**src/rtl/soc_nios2_trace_pkg.sv**
```systemverilog
// Shared widths, frame layout and sequencer states for the Nios II OCI
// direct-branch trace capture path.
package soc_nios2_trace_pkg;

   localparam int CODE_W      = 2;
   localparam int MAX_ENTRIES = 15;
   localparam int CNT_W       = 4;
   localparam int BUF_W       = MAX_ENTRIES * CODE_W;
   localparam int FRAME_W     = CNT_W + BUF_W;

   typedef struct packed {
      logic [CNT_W-1:0] count;
      logic [BUF_W-1:0] buffer;
   } trace_frame_t;

   typedef enum logic [1:0] {
      ST_OFF     = 2'd0,
      ST_COLLECT = 2'd1,
      ST_DRAIN   = 2'd2
   } trace_state_e;

endpackage

```
**src/rtl/soc_nios2_trace_frame_reg.sv**
```systemverilog
// One-deep valid/ready output register that holds a committed trace frame
// until the trace FIFO accepts it.
module soc_nios2_trace_frame_reg #(
   parameter int DATA_W = soc_nios2_trace_pkg::FRAME_W
) (
   input  logic              clk,
   input  logic              reset,
   input  logic              load,
   input  logic [DATA_W-1:0] load_data,
   input  logic              out_ready,
   output logic              out_valid,
   output logic [DATA_W-1:0] out_data,
   output logic              out_free
);

   logic              valid_q, valid_d;
   logic [DATA_W-1:0] data_q, data_d;

   // A load in the same cycle as a retire wins, so back-to-back frames keep valid high.
   always_comb begin
      valid_d = valid_q;
      data_d  = data_q;
      if (valid_q && out_ready) begin
         valid_d = 1'b0;
      end
      if (load) begin
         valid_d = 1'b1;
         data_d  = load_data;
      end
   end

   // NOTE: the data register is reset as well because frame_data is a visible
   // output that must read zero after reset, not just a don't-care behind valid.
   always_ff @(posedge clk) begin
      if (reset) begin
         valid_q <= 1'b0;
         data_q  <= '0;
      end else begin
         valid_q <= valid_d;
         data_q  <= data_d;
      end
   end

   assign out_valid = valid_q;
   assign out_data  = data_q;
   assign out_free  = !valid_q || out_ready;

endmodule

```
**src/rtl/soc_nios2_dct_trace_ctrl.sv**
```systemverilog
// Direct-branch trace sequencer: packs 2-bit branch codes into dct_buffer and
// commits full, flushed or drained buffers as frames to the output register.
module soc_nios2_dct_trace_ctrl
   import soc_nios2_trace_pkg::*;
#(
   parameter int MAX_ENTRIES = soc_nios2_trace_pkg::MAX_ENTRIES,
   parameter int CODE_W      = soc_nios2_trace_pkg::CODE_W,
   parameter int CNT_W       = soc_nios2_trace_pkg::CNT_W,
   parameter int DROP_W      = 8
) (
   input  logic                            clk,
   input  logic                            reset,
   input  logic                            trace_en,
   input  logic                            dct_valid,
   input  logic [CODE_W-1:0]               dct_code,
   input  logic                            flush_req,
   input  logic                            frame_ready,
   output logic                            frame_valid,
   output logic [CNT_W+MAX_ENTRIES*CODE_W-1:0] frame_data,
   output logic [MAX_ENTRIES*CODE_W-1:0]   dct_buffer,
   output logic [CNT_W-1:0]                dct_count,
   output logic                            overflow,
   input  logic                            overflow_clr,
   output logic [DROP_W-1:0]               drop_count
);

   localparam int               L_BUF_W   = MAX_ENTRIES * CODE_W;
   localparam int               L_FRAME_W = CNT_W + L_BUF_W;
   localparam logic [CNT_W-1:0] LAST_IDX  = CNT_W'(MAX_ENTRIES - 1);
   localparam logic [CNT_W-1:0] FULL_CNT  = CNT_W'(MAX_ENTRIES);

   trace_state_e         state_q, state_d;
   logic [L_BUF_W-1:0]   buf_q, buf_d;
   logic [CNT_W-1:0]     cnt_q, cnt_d;
   logic                 flush_pend_q, flush_pend_d;
   logic                 overflow_q, overflow_d;
   logic [DROP_W-1:0]    drop_q, drop_d;

   logic                 out_free;
   logic                 commit;
   logic [L_FRAME_W-1:0] commit_data;
   logic                 drop;
   logic                 flush_active;
   logic [L_BUF_W-1:0]   buf_app;
   logic [CNT_W-1:0]     cnt_app;

   // NOTE: combinational next-state logic uses blocking assignments with every
   // output defaulted first, so no path can leave a latch behind.
   always_comb begin
      state_d      = state_q;
      buf_d        = buf_q;
      cnt_d        = cnt_q;
      flush_pend_d = flush_pend_q;
      commit       = 1'b0;
      commit_data  = '0;
      drop         = 1'b0;
      buf_app      = {buf_q[L_BUF_W-CODE_W-1:0], dct_code};
      cnt_app      = cnt_q + CNT_W'(1);
      flush_active = flush_req || flush_pend_q;

      unique case (state_q)
         ST_OFF: begin
            flush_pend_d = 1'b0;
            if (trace_en) begin
               state_d = ST_COLLECT;
            end
         end

         ST_COLLECT: begin
            if (!trace_en) begin
               state_d = ST_DRAIN;
            end
            if (dct_valid && (cnt_q == LAST_IDX)) begin
               // Final code of a frame: a same-cycle flush folds into the full commit.
               if (out_free) begin
                  commit       = 1'b1;
                  commit_data  = {FULL_CNT, buf_app};
                  buf_d        = '0;
                  cnt_d        = '0;
                  flush_pend_d = 1'b0;
               end else begin
                  drop         = 1'b1;
                  flush_pend_d = flush_active;
               end
            end else begin
               if (dct_valid) begin
                  buf_d = buf_app;
                  cnt_d = cnt_app;
               end
               if (flush_active && (cnt_d != '0)) begin
                  if (out_free) begin
                     commit       = 1'b1;
                     commit_data  = {cnt_d, buf_d};
                     buf_d        = '0;
                     cnt_d        = '0;
                     flush_pend_d = 1'b0;
                  end else begin
                     flush_pend_d = 1'b1;
                  end
               end else begin
                  flush_pend_d = 1'b0;
               end
            end
         end

         ST_DRAIN: begin
            // The drain commit carries any pending flush with it.
            flush_pend_d = 1'b0;
            if (cnt_q == '0) begin
               state_d = ST_OFF;
            end else if (out_free) begin
               commit      = 1'b1;
               commit_data = {cnt_q, buf_q};
               buf_d       = '0;
               cnt_d       = '0;
               state_d     = ST_OFF;
            end
         end

         default: begin
            state_d      = ST_OFF;
            flush_pend_d = 1'b0;
         end
      endcase

      overflow_d = overflow_q;
      drop_d     = drop_q;
      if (overflow_clr) begin
         overflow_d = 1'b0;
         drop_d     = '0;
      end else if (drop) begin
         overflow_d = 1'b1;
         if (drop_q != '1) begin
            drop_d = drop_q + DROP_W'(1);
         end
      end
   end

   // NOTE: sequential state uses non-blocking assignments so every flop samples
   // the pre-edge value of its neighbours.
   always_ff @(posedge clk) begin
      if (reset) begin
         state_q      <= ST_OFF;
         buf_q        <= '0;
         cnt_q        <= '0;
         flush_pend_q <= 1'b0;
         overflow_q   <= 1'b0;
         drop_q       <= '0;
      end else begin
         state_q      <= state_d;
         buf_q        <= buf_d;
         cnt_q        <= cnt_d;
         flush_pend_q <= flush_pend_d;
         overflow_q   <= overflow_d;
         drop_q       <= drop_d;
      end
   end

   soc_nios2_trace_frame_reg #(
      .DATA_W (L_FRAME_W)
   ) u_frame_reg (
      .clk       (clk),
      .reset     (reset),
      .load      (commit),
      .load_data (commit_data),
      .out_ready (frame_ready),
      .out_valid (frame_valid),
      .out_data  (frame_data),
      .out_free  (out_free)
   );

   assign dct_buffer = buf_q;
   assign dct_count  = cnt_q;
   assign overflow   = overflow_q;
   assign drop_count = drop_q;

endmodule

```
**config.mk**
```make
export PLATFORM = sky130hd
export DESIGN_NAME = soc_nios2_dct_trace_ctrl
export DESIGN_NICKNAME = d
export VERILOG_FILES = /design/src/rtl/soc_nios2_trace_pkg.sv /design/src/rtl/soc_nios2_trace_frame_reg.sv /design/src/rtl/soc_nios2_dct_trace_ctrl.sv
export SDC_FILE = /design/constraint.sdc
export NUM_CORES = 1
export LEC_CHECK = 0
export ABC_AREA = 1
export CORE_ASPECT_RATIO = 0.7
export CORE_UTILIZATION = 35
export CTS_CLUSTER_SIZE = 25
export DETAILED_ROUTE_END_ITERATION = 10
export RECOVER_POWER = 100
export SETUP_SLACK_MARGIN = 0.3
export SLEW_MARGIN = 30
export SYNTH_ARGS = -nofsm -noshare
export SYNTH_HDL_FRONTEND = slang
export SYNTH_SLANG_ARGS = --single-unit
```
**constraint.sdc**
```tcl
create_clock -name clk -period 2.35 [get_ports clk]
set_input_delay 0.705 -clock clk [delete_from_list [all_inputs] [get_ports clk]]
set_output_delay 0.705 -clock clk [all_outputs]
set_load 0.1 [all_outputs]
```
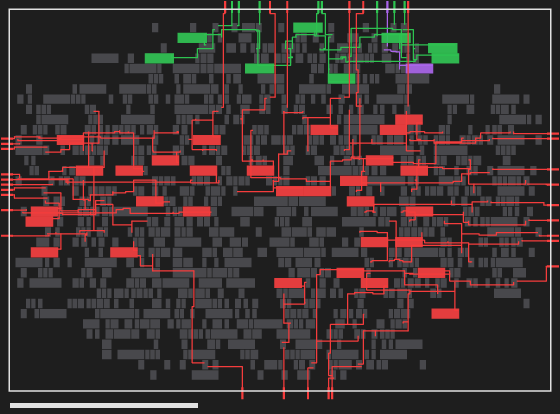
port_trees.png
Bar = 50 µm.
port	colour	bits	direction	edge	end cells	buffers	wire
dct_buffer	red	30	output	10 left, 9 right, 6 top, 5 bottom	30	30	1820 µm
drop_count	green	8	output	top	8	8	286 µm
overflow	purple	1	output	top	1	1	27.3 µm
port bufs: 86
I/O pins: 87

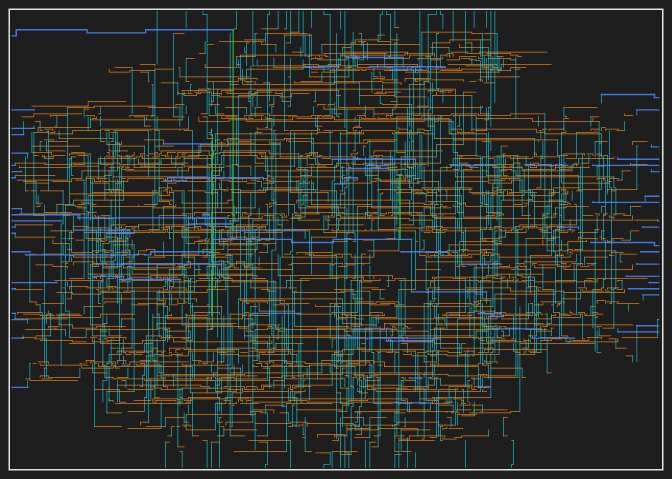
layers.png
layer	colour	wire length
M1	orange	7930 µm
M2	cyan	6340 µm
M3	blue	729 µm
M4	green	101 µm
Global Route Usage Sum: 21.1%
final WL: 15100 µm
wire per inst: 13.3 µm

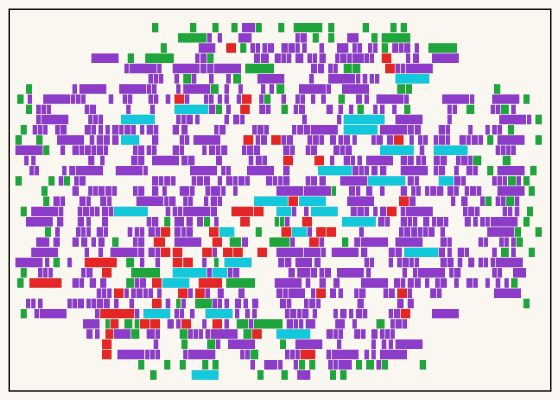
sizing.png
size	colour	cells
x3 and x4	red	57
x2	green	128
x1 and smaller	purple	741
x6 and larger	cyan	28
final instance area: 6480 µm²
worst setup margin: 0.289 ns
Area growth syn-to-layout: 31.6%
Buffers excl. clock: 156

==> flow_summary.ini <==
; yosys + openroad results
[power]
p_sw_share_pct = 45.5
pwr-share-comb_pct = 46.0
pg_clk_w = 0.00144
p_leak_nw = 3.06
ir_drop_mv = 0.448
powerDensity_nw_per_um2 = 864
power.switching_w = 0.00255

[synth]
mux_share_pct = 0.203
yosys-stat-cells = 837
ff_type = dfxtp_1
top_area_cell = dfxtp_1
adder_share_pct = 2.03
top_logic_kind = simple AND/OR/NAND/NOR gates
synth_cell_types = 34

[global_route]
grt-busiest-layer = met2
grt_start_max_net_pins = 37
grt_use_met2_pct = 32.2
grt_util_met3_pct = 3.83

[worst_setup_path]
critPathMaxStageDelay_ns = 0.39
path_depth = 17
r2r_end = u_frame_reg.out_data[21]$_SDFFE_PP0P_
crit_slowest_cell = dfxtp_4
end_kind = flop
crit_family = simple AND/OR/NAND/NOR gates

[finish]
clk_share_pct = 4.59
largest_reg_flops = 34
final_cell_mix = nand2_1 (280), clkbuf_2 (81), nor2_1 (79)
instances_no_fill = 1139
bufAreaShareNonClock_pct = 18.0
num-multi-input-gates = 621
logic_area_um2 = 2850

[outcome]
status = finished clean

[route]
drcViolationCount = 0
first_iter_violations = 388
vias = 5446
met1Wirelength_um = 7930
routed.top_layer = met4

[final_timing]
fin_skew_ns = 0.00636
rsz0062_at_grt = yes
max_slew.worst_pin.slew_ns = 0.556
finalSetupViolCount = 0

[clocking]
clock_sinks = 81
cts_tree = done
cts.repair_timing.setup_buffer_count = 0
htree_levels = 3

[floorplanning]
dieArea_um2 = 14600
fp-utilization_pct = 36.6

[hold_path]
worstHoldEndpoint = drop_count[3]$_SDFFE_PP0P_

[placement]
place_hpwl_um = 9870
placed_area_um2 = 6080
gp_congestion = 0.838
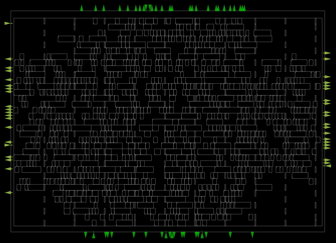
placed.png
sequential cell count: 81
Tap Cells: 185
Final Util: 48.2%

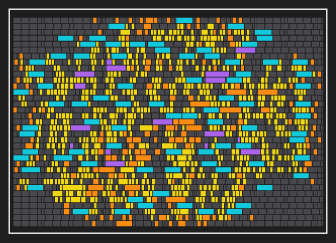
class_map.png
Fill, decap, tap and diode cells in grey.
class	colour	cells	share of their area
registers	cyan	81	26%
remaining logic cells	yellow	701	50%
clock drivers and dummy loads	purple	16	4.8%
remaining buffers and delay cells	orange	156	19%
standard-cell rows: 35
flop share of the area: 25.3%
core area: 13400 µm²

Power and IR drop assume default switching activity.
